## src/rtl/if_stage_if.sv

```systemverilog
// Fetch-stage bundle: instruction-memory port, redirect controls and the IF/ID outputs.
// The fetch stage takes the master modport; the surrounding pipeline/memory takes slave.
interface if_stage_if;
    logic [1:0]  PCSrc;
    logic        IDflush;
    logic        stall;
    logic [31:0] jr_addr;
    logic [31:0] im_addr;
    logic [31:0] im_rdata;
    logic        im_ready;
    logic [31:0] ID_ins;
    logic [31:0] ID_pc;
    logic        ID_valid;
    logic [31:0] redirect_cnt;

    modport master (
        input  PCSrc, IDflush, stall, jr_addr, im_rdata, im_ready,
        output im_addr, ID_ins, ID_pc, ID_valid, redirect_cnt
    );

    modport slave (
        output PCSrc, IDflush, stall, jr_addr, im_rdata, im_ready,
        input  im_addr, ID_ins, ID_pc, ID_valid, redirect_cnt
    );
endinterface

```

## src/rtl/if_stage.sv

```systemverilog
// Instruction fetch stage: PC register, next-PC select and the IF/ID pipeline register.
// Define IF_REDIRECT_CNT_EN to build the accepted-redirect counter; otherwise redirect_cnt is 0.
module if_stage (
    input  logic       clk,
    input  logic       rst,
    if_stage_if.master bus
);
    localparam logic [31:0] RESET_PC = 32'h0000_3000;

    typedef enum logic [1:0] {
        SRC_SEQ    = 2'd0,
        SRC_BRANCH = 2'd1,
        SRC_JR     = 2'd2,
        SRC_JUMP   = 2'd3
    } pc_src_e;

    logic [31:0] pc_q, pc_d;
    logic [31:0] ins_q, ins_d;
    logic [31:0] id_pc_q, id_pc_d;
    logic        valid_q, valid_d;

    logic [31:0] seq_pc;
    logic [31:0] id_pc_plus4;
    logic [31:0] branch_target;
    logic [31:0] jump_target;
    logic [31:0] jr_target;
    logic [31:0] redirect_target;
    logic        redirect_ok;
    pc_src_e     pc_src;
    logic        unused_jr_low;

    assign pc_src        = pc_src_e'(bus.PCSrc);
    assign seq_pc        = pc_q + 32'd4;
    assign id_pc_plus4   = id_pc_q + 32'd4;
    assign branch_target = id_pc_plus4 + {{14{ins_q[15]}}, ins_q[15:0], 2'b00};
    assign jump_target   = {id_pc_plus4[31:28], ins_q[25:0], 2'b00};
    assign jr_target     = {bus.jr_addr[31:2], 2'b00};
    assign unused_jr_low = ^bus.jr_addr[1:0];

    // Only a real instruction in ID may redirect; a stall freezes the decision.
    assign redirect_ok = (pc_src != SRC_SEQ) && valid_q && !bus.stall;

    always_comb begin
        redirect_target = seq_pc;
        case (pc_src)
            SRC_BRANCH: redirect_target = branch_target;
            SRC_JR:     redirect_target = jr_target;
            SRC_JUMP:   redirect_target = jump_target;
            default:    redirect_target = seq_pc;
        endcase
    end

    always_comb begin
        // NOTE: every output of this block gets a hold default first, so no path can infer a latch.
        pc_d    = pc_q;
        ins_d   = ins_q;
        id_pc_d = id_pc_q;
        valid_d = valid_q;
        if (!bus.stall) begin
            if (redirect_ok) begin
                pc_d    = redirect_target;
                ins_d   = '0;
                valid_d = 1'b0;
            end else if (bus.IDflush) begin
                ins_d   = '0;
                valid_d = 1'b0;
                if (bus.im_ready) pc_d = seq_pc;
            end else if (bus.im_ready) begin
                pc_d    = seq_pc;
                ins_d   = bus.im_rdata;
                id_pc_d = pc_q;
                valid_d = 1'b1;
            end else begin
                ins_d   = '0;
                valid_d = 1'b0;
            end
        end
    end

    // NOTE: state registers use non-blocking assignments so all flops update together at the edge.
    always_ff @(posedge clk or posedge rst) begin
        if (rst) begin
            pc_q    <= RESET_PC;
            ins_q   <= '0;
            id_pc_q <= '0;
            valid_q <= 1'b0;
        end else begin
            pc_q    <= pc_d;
            ins_q   <= ins_d;
            id_pc_q <= id_pc_d;
            valid_q <= valid_d;
        end
    end

`ifdef IF_REDIRECT_CNT_EN
    logic [31:0] redirect_cnt_q;

    always_ff @(posedge clk or posedge rst) begin
        if (rst) begin
            redirect_cnt_q <= '0;
        end else if (redirect_ok) begin
            redirect_cnt_q <= redirect_cnt_q + 32'd1;
        end
    end

    assign bus.redirect_cnt = redirect_cnt_q;
`else
    assign bus.redirect_cnt = '0;
`endif

    assign bus.im_addr  = pc_q;
    assign bus.ID_ins   = ins_q;
    assign bus.ID_pc    = id_pc_q;
    assign bus.ID_valid = valid_q;
endmodule

```

## src/flat_wrapper.sv

```systemverilog
// flat-port wrapper written by rule: the top's interface ports become plain ports
module if_stage_flat 
  (clk, rst, bus_PCSrc, bus_IDflush, bus_stall, bus_jr_addr, bus_im_rdata, bus_im_ready, bus_im_addr, bus_ID_ins, bus_ID_pc, bus_ID_valid, bus_redirect_cnt);
  if_stage_if bus_i ();
  input  logic clk;
  input  logic rst;
  input wire logic [$bits(bus_i.PCSrc)-1:0] bus_PCSrc;
  input wire logic [$bits(bus_i.IDflush)-1:0] bus_IDflush;
  input wire logic [$bits(bus_i.stall)-1:0] bus_stall;
  input wire logic [$bits(bus_i.jr_addr)-1:0] bus_jr_addr;
  input wire logic [$bits(bus_i.im_rdata)-1:0] bus_im_rdata;
  input wire logic [$bits(bus_i.im_ready)-1:0] bus_im_ready;
  output wire logic [$bits(bus_i.im_addr)-1:0] bus_im_addr;
  output wire logic [$bits(bus_i.ID_ins)-1:0] bus_ID_ins;
  output wire logic [$bits(bus_i.ID_pc)-1:0] bus_ID_pc;
  output wire logic [$bits(bus_i.ID_valid)-1:0] bus_ID_valid;
  output wire logic [$bits(bus_i.redirect_cnt)-1:0] bus_redirect_cnt;
  assign bus_i.PCSrc = bus_PCSrc;
  assign bus_i.IDflush = bus_IDflush;
  assign bus_i.stall = bus_stall;
  assign bus_i.jr_addr = bus_jr_addr;
  assign bus_i.im_rdata = bus_im_rdata;
  assign bus_i.im_ready = bus_im_ready;
  assign bus_im_addr = bus_i.im_addr;
  assign bus_ID_ins = bus_i.ID_ins;
  assign bus_ID_pc = bus_i.ID_pc;
  assign bus_ID_valid = bus_i.ID_valid;
  assign bus_redirect_cnt = bus_i.redirect_cnt;
  if_stage u_core (.clk(clk), .rst(rst), .bus(bus_i));
endmodule
```

## config.mk

```make
export PLATFORM = sky130hd
export DESIGN_NAME = if_stage_flat
export DESIGN_NICKNAME = d
export VERILOG_FILES = /design/src/rtl/if_stage_if.sv /design/src/rtl/if_stage.sv /design/src/flat_wrapper.sv
export SDC_FILE = /design/constraint.sdc
export NUM_CORES = 1
export LEC_CHECK = 0
export CAP_MARGIN = 10
export CORE_MARGIN = 3
export CORE_UTILIZATION = 49
export CTS_BUF_LIST = sky130_fd_sc_hd__clkbuf_16
export CTS_CLUSTER_DIAMETER = 30
export CTS_CLUSTER_SIZE = 16
export DETAILED_ROUTE_END_ITERATION = 7
export GPL_TIMING_DRIVEN = 0
export PLACE_DENSITY = 0.93
export SLEW_MARGIN = 30
export SYNTH_ARGS = -nofsm -noshare
export SYNTH_HDL_FRONTEND = slang
export SYNTH_SLANG_ARGS = --single-unit
```

## constraint.sdc

```tcl
create_clock -name clk -period 3.63 [get_ports clk]
set_input_delay 0.363 -clock clk [delete_from_list [all_inputs] [get_ports clk]]
set_output_delay 0.363 -clock clk [all_outputs]
set_load 0.05 [all_outputs]
```

Run 1, layout detail:
Window x 48 to 78, y 23 to 53 µm. Cells in grey, sequential cells in the stronger grey; small squares are vias.
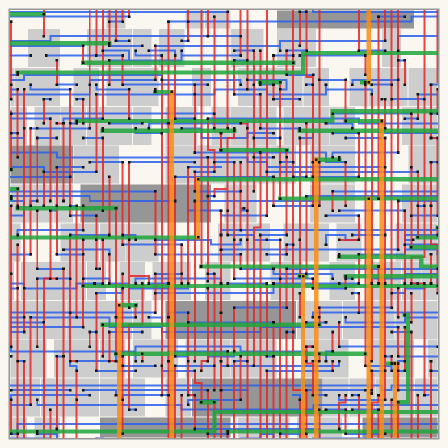
colour	layer
blue	metal 1
red	metal 2
green	metal 3
orange	metal 4
netlist names of flops here include	u_core.bus.im_addr (4), u_core.bus.ID_ins (1)
cells with their middle in the window	88
most frequent	nand2_1 (10), a21oi_1 (9), xnor2_1 (8)
sequential cells in the window	5

Run 1, wiring heat map:
(3 px per µm) The die is cut into 25 by 25 equal tiles; white is low, dark blue is high, scaled to the fullest tile. Values are wire area over tile area, all layers added.
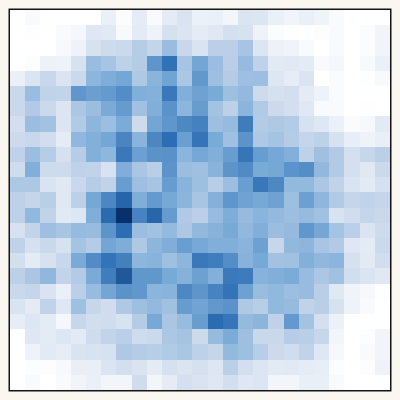
densest ninth of the die	centre
tiles over half the peak	16%
nearly empty tiles	9.1%
fullest tile	0.90
Tot GR Track Use: 0.303
total wire length: 25000 µm
routed length per instance: 21.0 µm

Run 1, gate families picked out:
(4 px per µm)
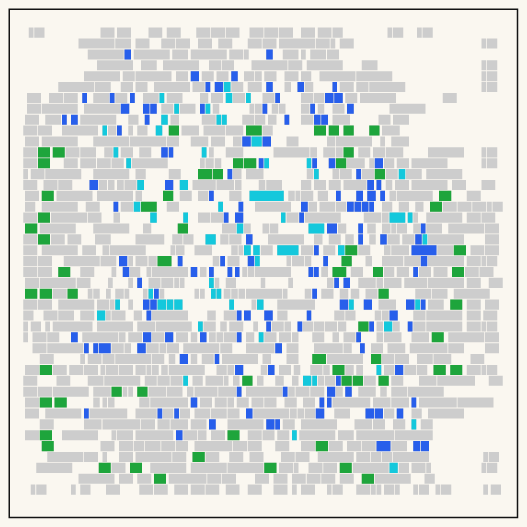
colour	family	cells
cyan	nor cells	61
blue	nand cells	143
green	non-inverting ao/oa cells	65
Non-Filler Instances: 1189
Top cell excl fill/tap: clkdlybuf4s50_1

Run 1, congestion heat map:
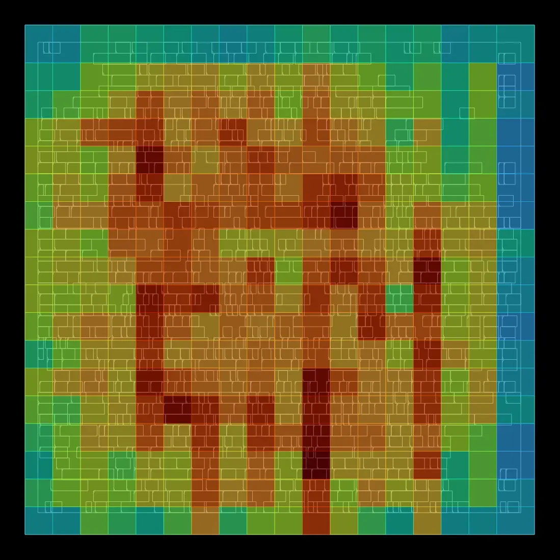
met3 GRT Util: 0.0808
GRT met2 Usage: 0.483
gr busiest metal: met2

[run 1: cells by family (layout without fill, tap and decap cells)]
group	after synthesis	count (layout)
compound gates	205	205
xor+xnor	75	75
fa+ha+maj	37	37
buf+inv	84	276
flops	97	97
mux	39	39
other cells	1	32
simple gates	248	248
[run 1: per-stage QoR]
step                      setup TNS, ps   util  area (µm²)
after floorplan                       0      -        7260
after global placement           -74140  0.649        9120
after detailed placement          -3600  0.652        9150
after CTS                         -11.4  0.678        9520
after global routing              -74.5  0.690        9690
final                                 0  0.690        9690
[run 1: what timing repair did]
action | CTS | global route
buffers inserted | 4 | 12
endpoints found under the setup margin | 11 | 10
pin swaps | 4 | 5
resized | 19 | 22
==> results_dict.tcl <==
# metrics dict for downstream scripts
set metrics [dict create \
    worstSkewPairLatency_ps 360 \
    fp_util 0.508 \
    cts_tree "yes" \
    nWellTaps 180 \
    power.total_mw 6.85 \
    drive_above_1_share 0.149 \
    comb_share 0.468 \
    post-synth-top-area-fraction 0.333 \
    warnings 34 \
    edf_count 0 \
    arrival_ps 3850 \
    ff_count 97 \
    rows 43 \
    path_clk_slew_ps 70 \
    crit_start "u_core.bus.ID_pc[5]" \
    cp_num_cells 13 \
    fin_crit_ps 3570 \
    synthFlopType "dfrtp_1" \
    yosysSeqAreaShare 0.340 \
    skew_ps 10.7 \
    cts_root_buf "clkbuf_16" \
    viasPerCell 6.05 \
    buffers_excl_clock 243 \
    rr_worst_depth 13 \
    die_x_um 127 \
    worst_slew_pin_slew_ps 908 \
    ir_drop_mv 0.358 \
    die_h_um 127 \
    relSlewSlack 0.395 \
    synthTopLogicFamily "AND-OR/OR-AND gates" \
    cp.required_ps 3910 \
    cp_top_family "simple AND/OR/NAND/NOR gates" \
    avgSynthCellArea_um2 9.08 \
    p_seq_frac 0.281 \
    setup_violations 0 \
    xor_share 0.0920 \
    ctsHoldBuffers 0 \
    drt_iter0_markers 724 \
    cp_num_buf_inv 0 \
    dp.cells 1161 \
    finalCritPeriodShare 0.985 \
    final-nonclk-buf-share 0.220 \
    p_sw_mw 3.44 \
    clk_share 0.0294 \
    area_delta_synth_final_pct 35.8 \
    fa_ha_area_frac 0.0659 \
    combGateArea_mm2 0.00453 \
    grt_antenna_before_repair 0 \
    nFillCells 1106 \
    switching_share 0.502 \
    power.group.top "combinational logic" \
    cts_sinks 97 \
    grt_overflow 0 \
    syn_inst 786 \
    drtPass1Iterations 6 \
    r2r_slack_ps 60 \
    hold_class "in -> async" \
    gp_congestion 1.02 \
    fin_nets 1112 \
    synthTopCellsByCount "95 x dfrtp_1, 68 x nand2_1, 52 x a21oi_1" \
    vias 7197 \
    crit_path_end "u_core.bus.im_addr[31]" \
    start_kind "register" \
    pin_count 200 \
    path_class "reg -> reg" \
    timing.fmax_mhz 280 \
    synthTopCellsByArea "dfrtp_1 33%, ha_1 6.3%, xnor2_1 5.8%, mux2_2 5.4%, a22o_1 3.9%" \
    grt_pass1_vias 6905 \
    most_common_cell "dfrtp_1" \
    wl_met2_um 11600 \
    synth_cell_types 71 \
    whs_ps 363 \
    comb_cell_power_mw 3.97 \
    ys_ff 97 \
    critPathCaptureType "register" \
    status "complete, no violations" \
    cap_violations 0 \
    finalMaxSlewViolations 0 \
    powerSeq_mw 1.93 \
    rr_endpoint "u_core.bus.im_addr[31]" \
    port_buffers 163 \
    seqCellArea_mm2 0.00244 \
    cts-htree-levels 3 \
    syn_area_mm2 0.00714 \
    yosysTopAreaCell "dfrtp_1" \
    grt_use_met1 0.408 \
    leakage_nw 4.21 \
    ant_nets 0 \
    ys_warn_count 0 \
    grt_max_degree 61 \
    met1_length_um 9910 \
    coreArea_mm2 0.0140 \
    p_comb_frac 0.580 \
    synthArstFlopShare 1.00 \
    p_int_mw 3.41 \
    ys_sh_aoi 0.200 \
    path_cells "and4_4, nand3_1, nor2_2, nand4_1, xnor2_2, ha_1, a21o_1, a21oi_2, nand3_1, or3_4, and4_4, or4_1, a31oi_1" \
    power_frac_clock 0.139 \
    drcViolationCount 0 \
    slowest_delay_ps 510 \
    cellPowerDensity_mw_per_mm2 707 \
    grt_pass1_wl_um 37900 \
    dr_wl_met3_um 2770 \
    cts_buffer_depth 2 \
    dieArea_mm2 0.0161 \
    crit_slowest_cell "or4_1" \
    ys_sh_simple 0.180 \
    fin_ws_ps 55.8 \
    layout_top_cells "163 x clkdlybuf4s50_1, 84 x dfrtp_1, 68 x nand2_1" \
    cp_max_fo 6 \
    logic_gate_count 636 \
    yosysChipArea_mm2 0.00714 \
    top_area_cell_class "logic gates" \
    top_layer "met4" \
    hold_viol 0 \
    clockBufferCount 9 \
    mux_area_frac 0.0606 \
    sh_seq_area 0.252 \
    pre_cts_ws_ps -570 \
    p_clk_mw 0.952 \
    dp_hpwl_um 18700 \
    regToRegStartpoint "u_core.bus.ID_pc[5]" \
    cts_buffers 9 \
    ys_cells 786 \
    num_antenna_cells 0 \
    nNonClkInverters 17 \
]
